## config.mk

```make
export PLATFORM = sky130hd
export DESIGN_NAME = hazard_flush_ctrl_flat
export DESIGN_NICKNAME = d
export VERILOG_FILES = /design/src/rtl/hazard_pkg.sv /design/src/rtl/hazard_flush_ctrl_if.sv /design/src/rtl/sat_counter.sv /design/src/rtl/hazard_flush_ctrl.sv /design/src/flat_wrapper.sv
export SDC_FILE = /design/constraint.sdc
export NUM_CORES = 1
export LEC_CHECK = 0
export CAP_MARGIN = 5
export CORE_ASPECT_RATIO = 1.5
export CORE_UTILIZATION = 48
export CTS_CLUSTER_DIAMETER = 100
export DETAILED_ROUTE_END_ITERATION = 10
export GPL_TIMING_DRIVEN = 0
export PLACE_DENSITY_LB_ADDON = 0.3
export SETUP_SLACK_MARGIN = 0.05
export SYNTH_ARGS = -nofsm -noshare
export SYNTH_HDL_FRONTEND = slang
export SYNTH_HIERARCHICAL = 1
export SYNTH_SLANG_ARGS = --single-unit
export TNS_END_PERCENT = 5
```

## constraint.sdc

```tcl
create_clock -name Clk -period 2.2 [get_ports Clk]
set_clock_uncertainty 0.2 [all_clocks]
set_input_delay 0.22 -clock Clk [delete_from_list [all_inputs] [get_ports Clk]]
set_output_delay 0.22 -clock Clk [all_outputs]
set_load 0.01 [all_outputs]
```

## src/rtl/hazard_pkg.sv

```systemverilog
// Shared types and constants for the pipeline hazard/flush controller.
package hazard_pkg;

  typedef enum logic {
    RUN,
    FLUSH
  } hz_state_t;

  localparam logic [4:0] REG_X0          = 5'd0;
  localparam int         FLUSH_DEPTH_MAX = 7;

endpackage

```

## src/rtl/hazard_flush_ctrl_if.sv

```systemverilog
// Hazard-controller signal bundle: ID/EX operand info in, pipeline enables/clears out.
interface hazard_flush_ctrl_if #(
  parameter int CNT_W = 16
);
  logic [4:0]       Rs1_id;
  logic [4:0]       Rs2_id;
  logic             UsesRs1_id;
  logic             UsesRs2_id;
  logic [4:0]       Rd_ex;
  logic             RUWr_ex;
  logic             DMRd_ex;
  logic             BrTaken_ex;
  logic             DMStall;
  logic             PCWrEn;
  logic             IFIDWrEn;
  logic             IFIDClear;
  logic             IDEXClear;
  logic             IDEXClearNext;
  logic             PipeEn;
  logic [CNT_W-1:0] StallCount;
  logic [CNT_W-1:0] FlushCount;

  modport master (
    output Rs1_id, Rs2_id, UsesRs1_id, UsesRs2_id, Rd_ex, RUWr_ex, DMRd_ex,
           BrTaken_ex, DMStall,
    input  PCWrEn, IFIDWrEn, IFIDClear, IDEXClear, IDEXClearNext, PipeEn,
           StallCount, FlushCount
  );

  modport slave (
    input  Rs1_id, Rs2_id, UsesRs1_id, UsesRs2_id, Rd_ex, RUWr_ex, DMRd_ex,
           BrTaken_ex, DMStall,
    output PCWrEn, IFIDWrEn, IFIDClear, IDEXClear, IDEXClearNext, PipeEn,
           StallCount, FlushCount
  );
endinterface

```

## src/rtl/sat_counter.sv

```systemverilog
// Event counter that sticks at all-ones instead of wrapping.
module sat_counter #(
  parameter int CNT_W = 16
) (
  input  logic             Clk,
  input  logic             Rst_n,
  input  logic             inc,
  output logic [CNT_W-1:0] count
);

  always_ff @(posedge Clk or negedge Rst_n) begin
    if (!Rst_n)                  count <= '0;
    else if (inc && count != '1) count <= count + CNT_W'(1);
  end

endmodule

```

## src/rtl/hazard_flush_ctrl.sv

```systemverilog
// Load-use bubble insertion, taken-branch squash with trailing flush window,
// and whole-pipe freeze on data-memory wait.
module hazard_flush_ctrl
  import hazard_pkg::*;
#(
  parameter int FLUSH_DEPTH = 1,
  parameter int CNT_W       = 16
) (
  input  logic                Clk,
  input  logic                Rst_n,
  hazard_flush_ctrl_if.slave  hz
);

  localparam int             FCW   = $clog2(FLUSH_DEPTH_MAX + 1);
  localparam logic [FCW-1:0] DEPTH = FCW'(FLUSH_DEPTH);

  hz_state_t      state, state_nxt;
  logic [FCW-1:0] fcnt, fcnt_nxt;
  logic           clr_next, clr_next_nxt;
  logic           rs1_hit, rs2_hit, lu;
  logic           stall_inc, flush_inc;

  assign rs1_hit = hz.UsesRs1_id && (hz.Rs1_id == hz.Rd_ex);
  assign rs2_hit = hz.UsesRs2_id && (hz.Rs2_id == hz.Rd_ex);
  assign lu      = hz.DMRd_ex && hz.RUWr_ex && (hz.Rd_ex != REG_X0) && (rs1_hit || rs2_hit);

  always_ff @(posedge Clk or negedge Rst_n) begin
    if (!Rst_n) begin
      state    <= RUN;
      fcnt     <= '0;
      clr_next <= 1'b0;
    end else begin
      state    <= state_nxt;
      fcnt     <= fcnt_nxt;
      clr_next <= clr_next_nxt;
    end
  end

  always_comb begin
    state_nxt     = state;
    fcnt_nxt      = fcnt;
    clr_next_nxt  = clr_next;
    stall_inc     = 1'b0;
    flush_inc     = 1'b0;
    hz.PCWrEn     = 1'b1;
    hz.IFIDWrEn   = 1'b1;
    hz.PipeEn     = 1'b1;
    hz.IFIDClear  = 1'b0;
    hz.IDEXClear  = 1'b0;

    if (!Rst_n) begin
      hz.PCWrEn    = 1'b0;
      hz.IFIDWrEn  = 1'b0;
      hz.PipeEn    = 1'b0;
      hz.IFIDClear = 1'b1;
      hz.IDEXClear = 1'b1;
    end else if (hz.DMStall) begin
      // Freeze everything; the EX instruction is re-evaluated once memory is ready.
      hz.PCWrEn   = 1'b0;
      hz.IFIDWrEn = 1'b0;
      hz.PipeEn   = 1'b0;
    end else begin
      case (state)
        RUN: begin
          if (hz.BrTaken_ex) begin
            hz.IFIDClear = 1'b1;
            hz.IDEXClear = 1'b1;
            flush_inc    = 1'b1;
            if (FLUSH_DEPTH > 0) begin
              state_nxt    = FLUSH;
              fcnt_nxt     = DEPTH;
              clr_next_nxt = 1'b1;
            end
          end else if (lu) begin
            // One bubble suffices: the load moves to MEM on the next edge.
            hz.PCWrEn    = 1'b0;
            hz.IFIDWrEn  = 1'b0;
            hz.IDEXClear = 1'b1;
            stall_inc    = 1'b1;
          end
        end
        FLUSH: begin
          hz.IFIDClear = 1'b1;
          if (fcnt <= FCW'(1)) begin
            fcnt_nxt     = '0;
            clr_next_nxt = 1'b0;
            state_nxt    = RUN;
          end else begin
            fcnt_nxt = fcnt - FCW'(1);
          end
        end
        default: state_nxt = RUN;
      endcase
    end
  end

  assign hz.IDEXClearNext = clr_next;

  sat_counter #(.CNT_W(CNT_W)) u_stall_cnt (
    .Clk   (Clk),
    .Rst_n (Rst_n),
    .inc   (stall_inc),
    .count (hz.StallCount)
  );

  sat_counter #(.CNT_W(CNT_W)) u_flush_cnt (
    .Clk   (Clk),
    .Rst_n (Rst_n),
    .inc   (flush_inc),
    .count (hz.FlushCount)
  );

endmodule

```

## src/flat_wrapper.sv

```systemverilog
// flat-port wrapper written by rule: the top's interface ports become plain ports
module hazard_flush_ctrl_flat import hazard_pkg::*;
#(
  parameter int FLUSH_DEPTH = 1,
  parameter int CNT_W       = 16
)
  (Clk, Rst_n, hz_Rs1_id, hz_Rs2_id, hz_UsesRs1_id, hz_UsesRs2_id, hz_Rd_ex, hz_RUWr_ex, hz_DMRd_ex, hz_BrTaken_ex, hz_DMStall, hz_PCWrEn, hz_IFIDWrEn, hz_IFIDClear, hz_IDEXClear, hz_IDEXClearNext, hz_PipeEn, hz_StallCount, hz_FlushCount);
  hazard_flush_ctrl_if #(.CNT_W(CNT_W)) hz_i ();
  input  logic Clk;
  input  logic Rst_n;
  input wire logic [$bits(hz_i.Rs1_id)-1:0] hz_Rs1_id;
  input wire logic [$bits(hz_i.Rs2_id)-1:0] hz_Rs2_id;
  input wire logic [$bits(hz_i.UsesRs1_id)-1:0] hz_UsesRs1_id;
  input wire logic [$bits(hz_i.UsesRs2_id)-1:0] hz_UsesRs2_id;
  input wire logic [$bits(hz_i.Rd_ex)-1:0] hz_Rd_ex;
  input wire logic [$bits(hz_i.RUWr_ex)-1:0] hz_RUWr_ex;
  input wire logic [$bits(hz_i.DMRd_ex)-1:0] hz_DMRd_ex;
  input wire logic [$bits(hz_i.BrTaken_ex)-1:0] hz_BrTaken_ex;
  input wire logic [$bits(hz_i.DMStall)-1:0] hz_DMStall;
  output wire logic [$bits(hz_i.PCWrEn)-1:0] hz_PCWrEn;
  output wire logic [$bits(hz_i.IFIDWrEn)-1:0] hz_IFIDWrEn;
  output wire logic [$bits(hz_i.IFIDClear)-1:0] hz_IFIDClear;
  output wire logic [$bits(hz_i.IDEXClear)-1:0] hz_IDEXClear;
  output wire logic [$bits(hz_i.IDEXClearNext)-1:0] hz_IDEXClearNext;
  output wire logic [$bits(hz_i.PipeEn)-1:0] hz_PipeEn;
  output wire logic [$bits(hz_i.StallCount)-1:0] hz_StallCount;
  output wire logic [$bits(hz_i.FlushCount)-1:0] hz_FlushCount;
  assign hz_i.Rs1_id = hz_Rs1_id;
  assign hz_i.Rs2_id = hz_Rs2_id;
  assign hz_i.UsesRs1_id = hz_UsesRs1_id;
  assign hz_i.UsesRs2_id = hz_UsesRs2_id;
  assign hz_i.Rd_ex = hz_Rd_ex;
  assign hz_i.RUWr_ex = hz_RUWr_ex;
  assign hz_i.DMRd_ex = hz_DMRd_ex;
  assign hz_i.BrTaken_ex = hz_BrTaken_ex;
  assign hz_i.DMStall = hz_DMStall;
  assign hz_PCWrEn = hz_i.PCWrEn;
  assign hz_IFIDWrEn = hz_i.IFIDWrEn;
  assign hz_IFIDClear = hz_i.IFIDClear;
  assign hz_IDEXClear = hz_i.IDEXClear;
  assign hz_IDEXClearNext = hz_i.IDEXClearNext;
  assign hz_PipeEn = hz_i.PipeEn;
  assign hz_StallCount = hz_i.StallCount;
  assign hz_FlushCount = hz_i.FlushCount;
  hazard_flush_ctrl #(.FLUSH_DEPTH(FLUSH_DEPTH), .CNT_W(CNT_W)) u_core (.Clk(Clk), .Rst_n(Rst_n), .hz(hz_i));
endmodule
```

Gate-type map:
The bar under the picture is 20 um long.
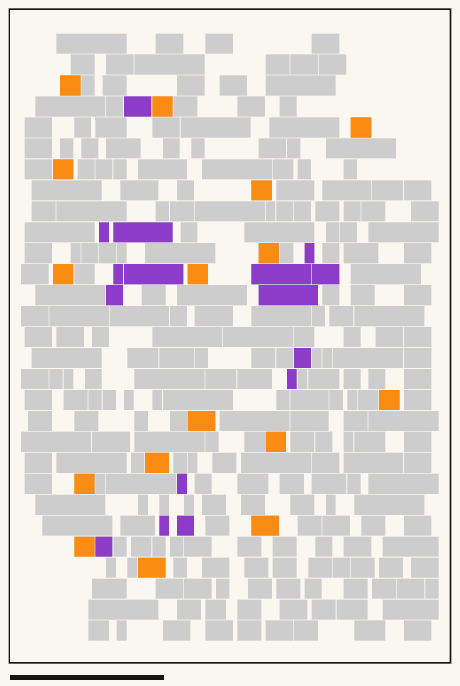
legend:
  NOR gates:
    colour: purple
    cells: 16
  AND-OR and OR-AND gates:
    colour: orange
    cells: 16

Routed clock nets over the placement:
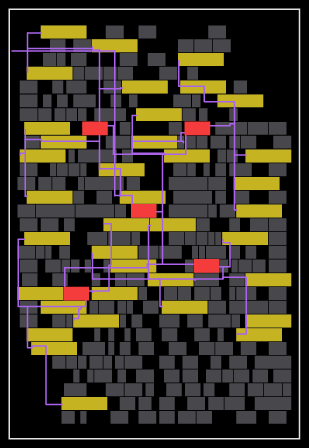
legend:
  flip-flops:
    colour: yellow
    count: 37
  clock wires:
    colour: purple
    length: 479 um
  cells driving clock nets:
    colour: red
    count: 5
routed clock nets: 6

==> results_slide.txt <==
Key Metrics from the Run

CTS
  – Clk sinks: 37
  – Htree depth: 2

Setup path
  – Slowest-stage cell, CP: or3_1
  – Critical path data arrival time: around 1700 ps
  – CP Depth: 6

Outcome
  – Failing checks: design-rule violations
  – Outcome: finished, violations left

Power
  – Overall Power: 1.73 mW
  – Max IR drop VDD: roughly 650 uV

Drt
  – DR DRC count: 8
  – DR WL met3: 200 um
  – Routed Wire Length: 5220 um
  – Antenna-violating nets left: 0

Place
  – Placer Congestion: approximately 0.79

Logic synthesis
  – Ys cells: around 200

Timing
  – F_max: 468 MHz
  – Final worst path period need: around 2100 ps

Die
  – FP Util: about 51%
  – Die Width: 57.1 um

Worst hold path
  – HP Class: input pin to asynchronous set/reset pin

Job
  – Tool warnings: 30
  – Max Cap Violations: 0
Cell area per tile:
6 x 8 tiles, from dark blue (low) to red (high), 0 to 100% covered.
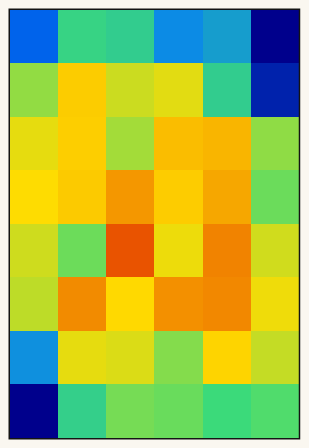
emptiest ninth of the die: top right
tiles over 75% full: 31%
nearly empty tiles: 4.2%
fullest tile: 91%
mean over tiles: 61%
densest ninth of the die: middle

## cell usage after synthesis, types with 5 or more instances
library cell	n
a21oi_1	7
a31oi_1	6
and3_1	5
dfrtp_1	37
inv_1	6
nand2_1	13
nand3_1	12
nand4_1	18
nor2_1	7
o21a_1	10
o21ai_0	7
xnor2_1	20
## flip-flops by register name, indices dropped and copies added, names as in the netlist
| name | count |
|---|---|
| u_core/u_flush_cnt/count | 16 |
| u_core/fcnt | 3 |
| u_core/u_stall_cnt/count | 16 |
| u_core/hz.IDEXClearNext | 1 |
| u_core/state | 1 |
## logic make-up after synthesis
group           count (synthesis)  synth area share (%)
buf+inv                         7                  1.38
fa+ha+maj                       4                  2.29
flops                          37                  42.4
mux                             2                  1.03
simple gates                   82                  28.0
compound gates                 45                  15.2
xor+xnor                       24                  9.63
## report_power, final
| group | switching [mW] | total, mW | internal [mW] |
|---|---|---|---|
| Clock | 0.221 | 0.470 | 0.248 |
| Sequential | 0.0851 | 0.833 | 0.747 |
| Combinational | 0.200 | 0.428 | 0.228 |
## stage by stage
| stage | cell area (um2) | setup TNS (ps) | utilization [%] | hold WS, ps | instances |
|---|---|---|---|---|---|
| 2_1_floorplan | 2190 | 0 | - | -276 | 201 |
| 5_1_grt | 3010 | 0 | 70.3 | 65.7 | 321 |
| 4_1_cts | 2970 | 0 | 69.3 | -486 | 318 |
| 3_3_place_gp | 2850 | -67980 | 66.6 | 272 | 307 |
| 6_report | 3010 | 0 | 70.3 | 80.2 | 321 |
| 3_5_place_dp | 2870 | -7610 | 67.0 | -178 | 308 |
## path summary, 6_finish.rpt
check | from | to | slack, ps
min in group Clk | Rst_n | u_core/state | 200
max in group asynchronous | Rst_n | u_core/fcnt[1] | 1180
setup reg to reg | u_core/state | u_core/u_flush_cnt/count[7] | 180
hold / removal | Rst_n | u_core/u_stall_cnt/count[4] | 80
hold reg to reg | u_core/hz.IDEXClearNext | u_core/hz.IDEXClearNext | 290
setup / recovery | hz_Rd_ex[3] | hz_IDEXClear | 60
## what timing repair did
item | 4_1_cts | 5_1_grt
endpoints found under the hold margin | 37 | 37
pin swaps | 17 | 2
endpoints found under the setup margin | 17 | 11
resized | 34 | 1
buffers inserted | 3 | 0
## final cells by class
class                      instances  area (um2)  share of cell area, %
timing repair buffer              67         657                   21.8
clock buffer                       7        86.3                   2.87
sequential                        37         926                   30.8
buffer                             1        7.51                  0.249
tap                               46        57.6                   1.91
multi-input combinational        157        1250                   41.6
inverter                           6        22.5                  0.748
## metal layers
layer,vias up,GRT usage (%)
li1,913,-
met1,917,23.9
met2,54,41.6
met3,6,5.39
met4,0,8.43
met5,-,0
Power is estimated from default activity; no workload was simulated.
